===== src/rtl/encoder_4x2_queued.sv =====
// encoder_4x2_queued
//   Queued request encoder. Request lines are OR-ed into a pending register and
//   served one at a time as a binary code through a valid/ready output stage, so
//   simultaneous requests are never lost. Default selection is fixed priority
//   (highest set index wins).
//
//   Optional feature macro: ROUND_ROBIN_EN
//     When defined, selection rotates: the search starts at rr_ptr and wraps
//     upward; after each load rr_ptr moves to one past the served index.
//
// Ports
//   clk      in   1       rising-edge clock
//   rst_n    in   1       asynchronous active-low reset
//   En       in   1       request capture enable (D ignored when 0)
//   D        in   N_IN    request vector, any number of bits may be set
//   Y        out  CODE_W  encoded index of the served request
//   Y_valid  out  1       Y holds a served code
//   Y_ready  in   1       consumer accepts Y this cycle
//   dup      out  1       one-cycle pulse: captured bit was already pending
//   idle     out  1       nothing pending and Y_valid low
module encoder_4x2_queued #(
  parameter int N_IN   = 4,
  parameter int CODE_W = 2
) (
  input  logic              clk,
  input  logic              rst_n,
  input  logic              En,
  input  logic [N_IN-1:0]   D,
  output logic [CODE_W-1:0] Y,
  output logic              Y_valid,
  input  logic              Y_ready,
  output logic              dup,
  output logic              idle
);

  typedef enum logic {EMPTY = 1'b0, FULL = 1'b1} state_t;

  state_t              state_q, state_d;
  logic [N_IN-1:0]     p_q, p_d;
  logic [CODE_W-1:0]   y_q, y_d;
  logic                dup_q, dup_d;
  logic [CODE_W-1:0]   sel_idx;
  logic                load;
  logic [N_IN-1:0]     clr;

`ifdef ROUND_ROBIN_EN
  logic [CODE_W-1:0]   rr_q, rr_d;

  // Walk offsets from the far end down to 0 so the smallest offset from ptr
  // (i.e. the first hit in wrap-around order) is the one that sticks.
  function automatic logic [CODE_W-1:0] sel_rr(input logic [N_IN-1:0]   p,
                                               input logic [CODE_W-1:0] ptr);
    logic [CODE_W-1:0] r;
    logic [CODE_W-1:0] idx;
    r = '0;
    for (int k = N_IN - 1; k >= 0; k--) begin
      idx = CODE_W'(int'(ptr) + k);
      if (p[idx]) r = idx;
    end
    return r;
  endfunction
`else
  // Ascending scan: the last hit is the highest set index.
  function automatic logic [CODE_W-1:0] sel_fixed(input logic [N_IN-1:0] p);
    logic [CODE_W-1:0] r;
    r = '0;
    for (int i = 0; i < N_IN; i++) begin
      if (p[i]) r = CODE_W'(i);
    end
    return r;
  endfunction
`endif

  always_comb begin
`ifdef ROUND_ROBIN_EN
    sel_idx = sel_rr(p_q, rr_q);
`else
    sel_idx = sel_fixed(p_q);
`endif
    // A new code is taken when something is pending and the output slot is
    // empty or being emptied this cycle.
    load    = (p_q != '0) && ((state_q == EMPTY) || Y_ready);
    clr     = load ? (N_IN'(1) << sel_idx) : '0;
    // Set is OR-ed after the clear, so a request arriving on the bit being
    // served stays pending.
    p_d     = (p_q & ~clr) | (En ? D : '0);
    dup_d   = En & (|(D & p_q & ~clr));
    y_d     = y_q;
    state_d = state_q;
    if (load) begin
      y_d     = sel_idx;
      state_d = FULL;
    end else if (state_q == FULL && Y_ready) begin
      state_d = EMPTY;
    end
`ifdef ROUND_ROBIN_EN
    rr_d = load ? (sel_idx + CODE_W'(1)) : rr_q;
`endif
  end

  always_ff @(posedge clk or negedge rst_n) begin
    if (!rst_n) begin
      state_q <= EMPTY;
      p_q     <= '0;
      y_q     <= '0;
      dup_q   <= 1'b0;
`ifdef ROUND_ROBIN_EN
      rr_q    <= '0;
`endif
    end else begin
      state_q <= state_d;
      p_q     <= p_d;
      y_q     <= y_d;
      dup_q   <= dup_d;
`ifdef ROUND_ROBIN_EN
      rr_q    <= rr_d;
`endif
    end
  end

  assign Y       = y_q;
  assign Y_valid = (state_q == FULL);
  assign dup     = dup_q;
  assign idle    = (p_q == '0) && (state_q == EMPTY);

endmodule


===== config.mk =====
export PLATFORM = sky130hd
export DESIGN_NAME = encoder_4x2_queued
export DESIGN_NICKNAME = d
export VERILOG_FILES = /design/src/rtl/encoder_4x2_queued.sv
export SDC_FILE = /design/constraint.sdc
export NUM_CORES = 1
export LEC_CHECK = 0
export CORE_AREA = 2 2 39 41
export DETAILED_ROUTE_END_ITERATION = 8
export DIE_AREA = 0 0 41 43
export PLACE_DENSITY = 0.59
export SETUP_SLACK_MARGIN = 0.3
export SYNTH_ARGS = -nofsm -noshare
export SYNTH_HDL_FRONTEND = slang
export SYNTH_SLANG_ARGS = --single-unit

===== constraint.sdc =====
create_clock -name clk -period 3.4 [get_ports clk]
set_input_delay 0.68 -clock clk [delete_from_list [all_inputs] [get_ports clk]]
set_output_delay 0.68 -clock clk [all_outputs]
set_load 0.02 [all_outputs]

==> CHANGELOG.md <==
## Implementation

- Most frequent logic cell in the layout: clkdlybuf4s50_1
- Post-synth ARST share: 100%
- Tool Warnings: 26
- Slew of the pin with the lowest slew margin: 450 ps
- DP Cell Count: 68
- Most common cell in the synthesized netlist: dfrtp_1
- Max FFs per register: 4
- Fin Setup TNS: 0 ps
- Worst path buffer plus inverter count: 1
- Max cap viols: 0
- CTS-repair resized insts: 0
- Initial antenna violation count: 0
- Worst rel slew slack: 70.0%
- Clock power frac: 28.5%
- Largest class: flip-flops and latches
- CP delay by family, top: buffers and inverters
- Setup skew after layout: 13.1 ps
- Hold slack: 529 ps
- Fin cells: around 70
- Worst hold stages: 2
- Met3 WL post-DR: 66 um
- Post-route cell area: 544 sq um
- Critical path's slowest cell: clkdlybuf4s50_1
- Comb pwr share: 23.8%
- Layout fillers: 149
- N_diodes: 0
- CLK BUF: 3
- Area reported by Yosys stat: roughly 400 sq um
- Crit path kind: reg2out
- Clk sinks: 8
- Init Core Util: 28.4%
- Psw: 74.0 uW
- Number of enable flip-flop cells: 0
- WL met2: between 300 and 400 um
- Worst flop-to-flop path startpoint: p_q[3]$_DFF_PN0_
- RSZ-0062 raised after global routing: no
- FF-to-FF path depth: 3
- Comb pwr: approximately 61 uW
- RR Endpoint: dup$_DFF_PN0_
- Clock Root Buffer: clkbuf_4
- Initial DRC Count: 6
- Min Tclk post-route: approximately 2500 ps
- MI comb cells: 32
- Synth Instances: 41
- Ys Warns: 0
- Sequential share of cell area: 36.8%
- Crit-path max FO: 7
- Total gr overflow: 0
- Nets: around 65
- First-pass GRT wire length: 1390 um
- FMAX: 402 MHz
- Logic family by area: simple AND/OR/NAND/NOR gates
- Mapped Area: about 390 sq um
- Worst Setup SP: p_q[3]$_DFF_PN0_
- Status: finished clean
- Die area: 0.00176 sq mm
- Seq/Total Area, Yosys: 51.0%
- Syn_nets: around 49
- Comb. cell area: 181 sq um
- TritonRoute pass-1 iters: 4
- Final setup vio count: 0
- Core Region: about 0.0014 sq mm
- Required time worst endpoint: 2720 ps
- Share of layout cells above drive strength 1: 9.09%
- Top-area cell share: 51.0%
- Fraction of area in multi-input gates: 33.3%
- Worst Hold Endpoint: Y[1]$_DFFE_PN0P_
- Final period util: between 70% and 80%
==> images/m2.png <==
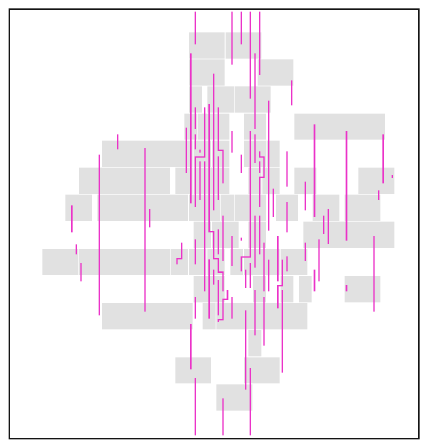
- main direction: vertical
- longest straight run: 16.3 um
- share of all routed wire: 46%
- wire length on this layer: 383 um
- nets with wire on the layer: 54
via count: 355
routing usage on met2: 16.3%
routed wire length: 834 um

==> images/m1.png <==
Supply wires on this layer in gray.
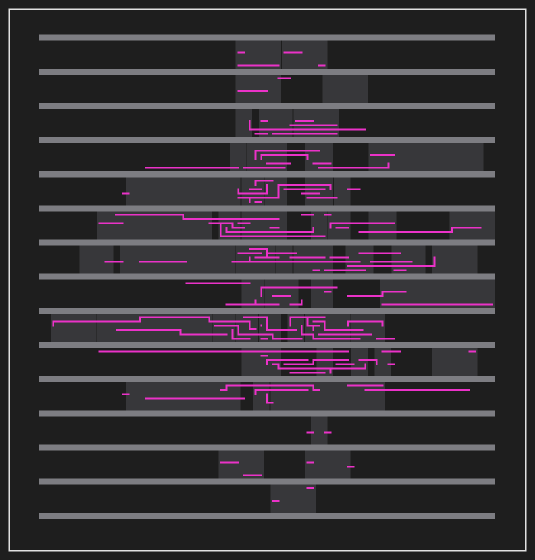
- nets with wire on the layer: 54
- longest straight run: 19.8 um
- wire length on this layer: 371 um
- share of all routed wire: 44%
- main direction: horizontal
GR Layer Usage met1: 15.5%

==> images/port_trees.png <==
Scale bar: 10 um.
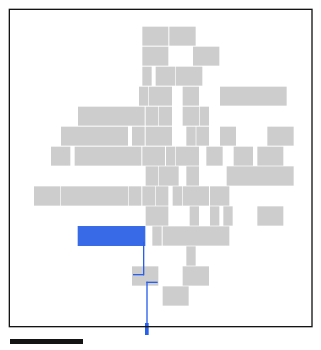
- blue: dup (direction output; edge bottom; end cells 1; buffers 1; wire 12.8 um)
# IOs: 13
Port Buffers: 12

==> images/congestion_map.png <==
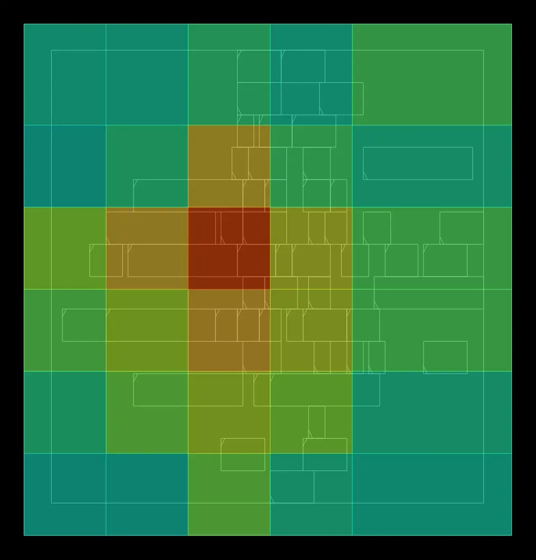
M3 GR Usage: 11.0%
Layout Utilization: 39.3%
GRT Resource Usage Total: 13.0%
Most Used Layer, Global Route: met2

==> images/ff_map.png <==
Other sequential cells in the stronger gray, the rest of the logic in the fainter gray.
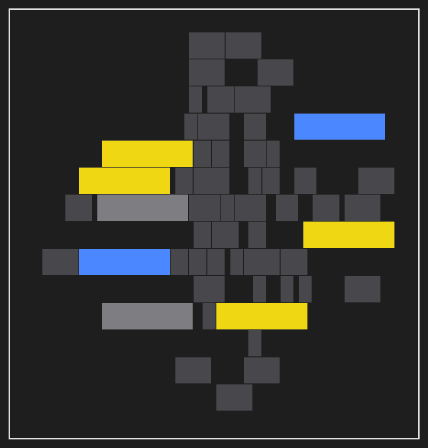
- blue: Y (flops 2)
- yellow: p_q (flops 4)
Seq group: 121 uW
Reg area: 200 sq um

Power figures rest on the tool's default switching activity, not on a simulated workload.
